### config.mk
export PLATFORM = sky130hd
export DESIGN_NAME = am_modulator
export DESIGN_NICKNAME = d
export VERILOG_FILES = /design/src/rtl/am_modulator.sv
export SDC_FILE = /design/constraint.sdc
export NUM_CORES = 1
export LEC_CHECK = 0
export CAP_MARGIN = 20
export CORE_MARGIN = 3
export CORE_UTILIZATION = 55
export DETAILED_ROUTE_END_ITERATION = 10
export PLACE_DENSITY = 0.73
export SLEW_MARGIN = 20
export SYNTH_ARGS = -nofsm -noshare
export SYNTH_HDL_FRONTEND = slang
export SYNTH_SLANG_ARGS = --single-unit
### constraint.sdc
create_clock -name clk -period 8.2 [get_ports clk]
set_input_delay 2.46 -clock clk [delete_from_list [all_inputs] [get_ports clk]]
set_output_delay 2.46 -clock clk [all_outputs]
set_load 0.05 [all_outputs]
### src/rtl/am_modulator.sv
// am_modulator
//
// AM transmitter. A phase accumulator (NCO) drives a quarter-wave sine ROM
// to make the carrier. A held audio sample is turned into an offset,
// depth-scaled and clamped envelope that multiplies the carrier. One 14-bit
// signed sample comes out per sample_en strobe, four cycles after the strobe.
//
// Ports
//   clk             system clock
//   reset           synchronous, active-high
//   sample_en       one-cycle strobe; the current phase enters the pipeline
//   phase_inc       carrier frequency word, f = phase_inc * f_s / 2^PHASE_WIDTH
//   phase_inc_load  captures phase_inc into the pending increment register
//   audio           signed modulating sample
//   audio_valid     captures audio into the audio hold register
//   depth           envelope shift 0..3 (larger = less modulation)
//   sample_out      modulated carrier sample, signed
//   sample_valid    one-cycle strobe qualifying sample_out

module am_modulator #(
    parameter int PHASE_WIDTH = 27,
    parameter int OUT_WIDTH   = 14
) (
    input  logic                          clk,
    input  logic                          reset,
    input  logic                          sample_en,
    input  logic [PHASE_WIDTH-1:0]        phase_inc,
    input  logic                          phase_inc_load,
    input  logic signed [15:0]            audio,
    input  logic                          audio_valid,
    input  logic [1:0]                    depth,
    output logic signed [OUT_WIDTH-1:0]   sample_out,
    output logic                          sample_valid
);

    if (OUT_WIDTH != 14) begin : g_out_width_check
        $error("am_modulator: OUT_WIDTH must be 14");
    end

    if (PHASE_WIDTH < 10) begin : g_phase_width_check
        $error("am_modulator: PHASE_WIDTH must be at least 10");
    end

    localparam real PI = 3.14159265358979323846;

    // Quarter-wave table sampled at half-step offsets, so mirroring the index
    // with ~k lands exactly on the symmetric point and needs no special case.
    function automatic logic [14:0] sine_entry(input int i);
        return 15'($rtoi(32767.0 * $sin(PI * (2.0 * i + 1.0) / 1024.0) + 0.5));
    endfunction

    function automatic logic signed [15:0] apply_sign(input logic [14:0] mag,
                                                      input logic        neg);
        logic signed [15:0] m;
        m = signed'({1'b0, mag});
        return neg ? -m : m;
    endfunction

    // Over-modulation: negative envelope clamps to 0, excess to full scale.
    function automatic logic signed [15:0] clamp_env(input logic signed [17:0] raw);
        if (raw < 0)
            return '0;
        else if (raw > 18'sd32767)
            return 16'sd32767;
        else
            return 16'(raw);
    endfunction

    // Floor scaling; |env * carrier| < 2^30 keeps the result inside 14 bits.
    function automatic logic signed [13:0] scale_out(input logic signed [15:0] env,
                                                     input logic signed [15:0] carrier);
        logic signed [31:0] prod;
        prod = env * carrier;
        return 14'(prod >>> 17);
    endfunction

    logic [14:0] rom [256];

    for (genvar gi = 0; gi < 256; gi++) begin : g_rom
        localparam logic [14:0] ENTRY = sine_entry(gi);
        assign rom[gi] = ENTRY;
    end

    logic [PHASE_WIDTH-1:0] acc;
    logic [PHASE_WIDTH-1:0] inc_active;
    logic [PHASE_WIDTH-1:0] inc_pending;
    logic [PHASE_WIDTH:0]   acc_sum;
    logic [9:0]             addr;

    assign acc_sum = {1'b0, acc} + {1'b0, inc_active};
    assign addr    = acc[PHASE_WIDTH-1 -: 10];

    // The new increment only takes effect when the accumulator wraps, which
    // keeps the carrier phase-continuous. An idle NCO (inc_active == 0) never
    // wraps, so it picks up the pending value on its next strobe.
    always_ff @(posedge clk) begin
        if (reset) begin
            acc         <= '0;
            inc_active  <= '0;
            inc_pending <= '0;
        end else begin
            if (phase_inc_load)
                inc_pending <= phase_inc;
            if (sample_en) begin
                acc <= acc_sum[PHASE_WIDTH-1:0];
                if (acc_sum[PHASE_WIDTH] || inc_active == '0)
                    inc_active <= inc_pending;
            end
        end
    end

    logic [15:0] audio_hold;
    logic [1:0]  depth_hold;
    logic signed [17:0] env_raw;

    assign env_raw = ($signed({{2{audio_hold[15]}}, audio_hold}) >>> depth_hold)
                     + 18'sd16384;

    logic [7:0]         idx_p0;
    logic               neg_p0;
    logic               vld_p0;
    logic [14:0]        mag_p1;
    logic               neg_p1;
    logic               vld_p1;
    logic signed [15:0] carrier_p2;
    logic signed [15:0] env_p2;
    logic               vld_p2;

    always_ff @(posedge clk) begin
        // p0: quadrant split; odd quadrants read the table backwards
        idx_p0     <= addr[8] ? ~addr[7:0] : addr[7:0];
        neg_p0     <= addr[9];
        // p1: table read
        mag_p1     <= rom[idx_p0];
        neg_p1     <= neg_p0;
        // p2: signed carrier and clamped envelope
        carrier_p2 <= apply_sign(mag_p1, neg_p1);
        env_p2     <= clamp_env(env_raw);
    end

    always_ff @(posedge clk) begin
        if (reset) begin
            vld_p0       <= 1'b0;
            vld_p1       <= 1'b0;
            vld_p2       <= 1'b0;
            sample_valid <= 1'b0;
            sample_out   <= '0;
            audio_hold   <= '0;
            depth_hold   <= '0;
        end else begin
            vld_p0       <= sample_en;
            vld_p1       <= vld_p0;
            vld_p2       <= vld_p1;
            // p3: multiply, floor shift and output register
            sample_valid <= vld_p2;
            if (vld_p2)
                sample_out <= scale_out(env_p2, carrier_p2);
            if (audio_valid)
                audio_hold <= audio;
            depth_hold   <= depth;
        end
    end

endmodule

==> results.json <==
{
  "yosysTopAreaCellShare": 0.247,
  "warning_count": 41,
  "core_area_sq_um": 36900,
  "grt_max_degree": 94,
  "routed_wl_mm": 59.0,
  "reg.largest.list": "acc x27, inc_active x27, inc_pending x27",
  "async_flop_share": 0,
  "rrSetupSlack_ns": 1.40,
  "post_cts_resize_count": 0,
  "clkTransAtPathRegs_ns": 0.08,
  "wl_met3_mm": 4.46,
  "crit_start": "carrier_p2[7]",
  "crit_path_frequent_cell": "fa_1",
  "row_count": 70,
  "clk_latency_ns": 0.44,
  "syn_area_per_cell_sq_um": 8.29,
  "flop-count": 174,
  "io_buffers": 64,
  "hold_start": "acc[26]",
  "wl_met2_mm": 27.7,
  "outcome": "finished, final reports clean",
  "drt-pass1-iter-count": 6,
  "seq_share": 0.158,
  "finClkSkew_ns": 0.0137,
  "drt_iter0_markers": 1790,
  "hold_path_class": "reg -> reg",
  "common_cells": "inv_1 (317), nand2_1 (263), fa_1 (256), nor2_1 (217), dfxtp_1 (174)",
  "clockRootBuffer": "clkbuf_16",
  "ys_sh_xor": 0.0257,
  "finalSetupViolCount": 0,
  "start_kind": "flip-flop",
  "mux_area_frac": 0.0631,
  "io_pins": 65,
  "ys_cells": 2504,
  "cts.sink_count": 174,
  "finalHoldViolCount": 0,
  "layout_top_cell": "inv_1",
  "crit_arrival_ns": 7.19,
  "worst_pin_slew_ns": 1.11,
  "finalSetupTns_ns": 0,
  "num_antenna_cells": 0,
  "rsz0062_at_grt": "false",
  "ys_sh_simple": 0.180,
  "synth-warning-count": 0,
  "end_kind": "flip-flop",
  "chip_area_sq_um": 40100,
  "synth_top_flop_cell": "dfxtp_1",
  "drc": 0,
  "clockBufferDepth": 2,
  "largest_cell_class": "logic gates"
}
Figure 1. Wire density map.
Scale: 2 px per micron. The die is cut into 20 by 20 equal tiles; white is low, dark blue is high, scaled to the fullest tile. Values are wire area over tile area, all layers added.
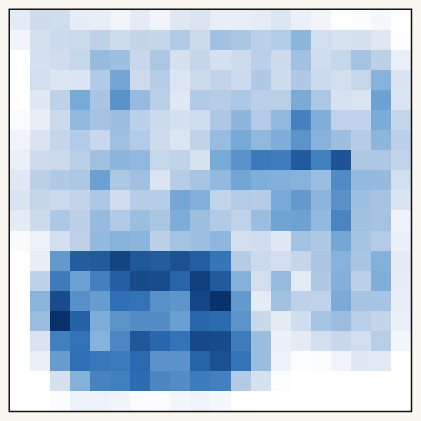
nearly empty tiles: 9.2%
densest ninth of the die: bottom middle
mean over tiles: 0.24
tiles over half the peak: 22%

Figure 2. Routing congestion.
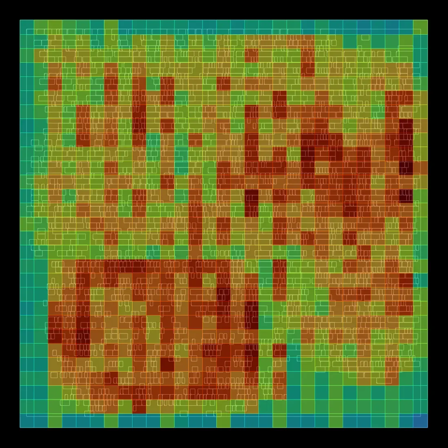
Avg WL per Cell: 19.9 microns
All-Layer GR Usage: 0.293
grt met1 use: 0.388

Figure 3. Met4 routing.
Scale: 2 px per micron. Supply wires on this layer in grey.
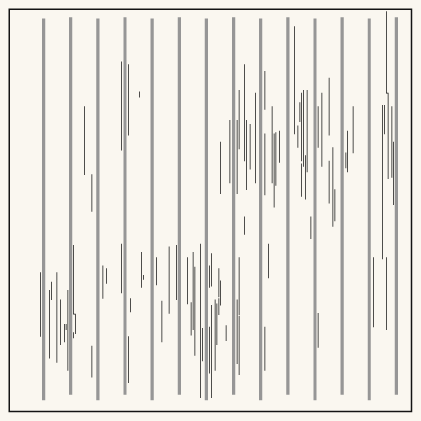
longest straight run: 76.8 microns
main direction: vertical
nets with wire on the layer: 76
share of all routed wire: 4.0%

Figure 4. Gate-type map.
Scale: 3 px per micron.
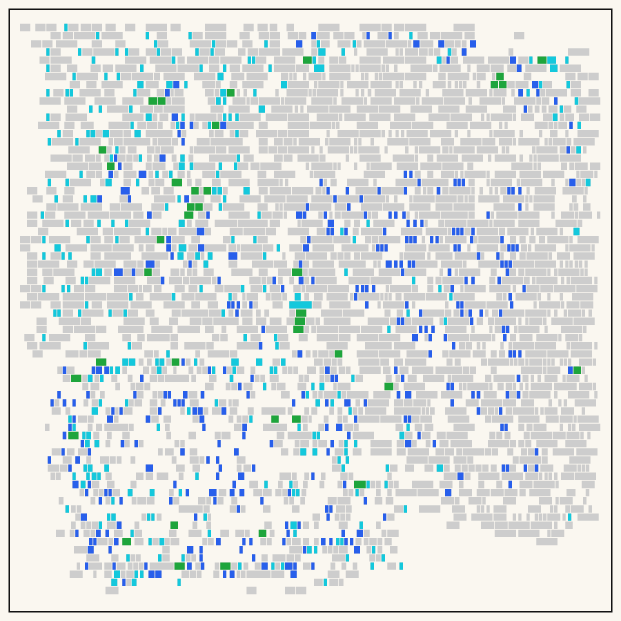
[NOR gates] cyan | cells: 286 | most used: nor2_1
[AND-OR and OR-AND gates] green | cells: 38 | most used: a21o_1 | where: widely spread
[NAND gates] blue | cells: 344 | most used: nand2_1

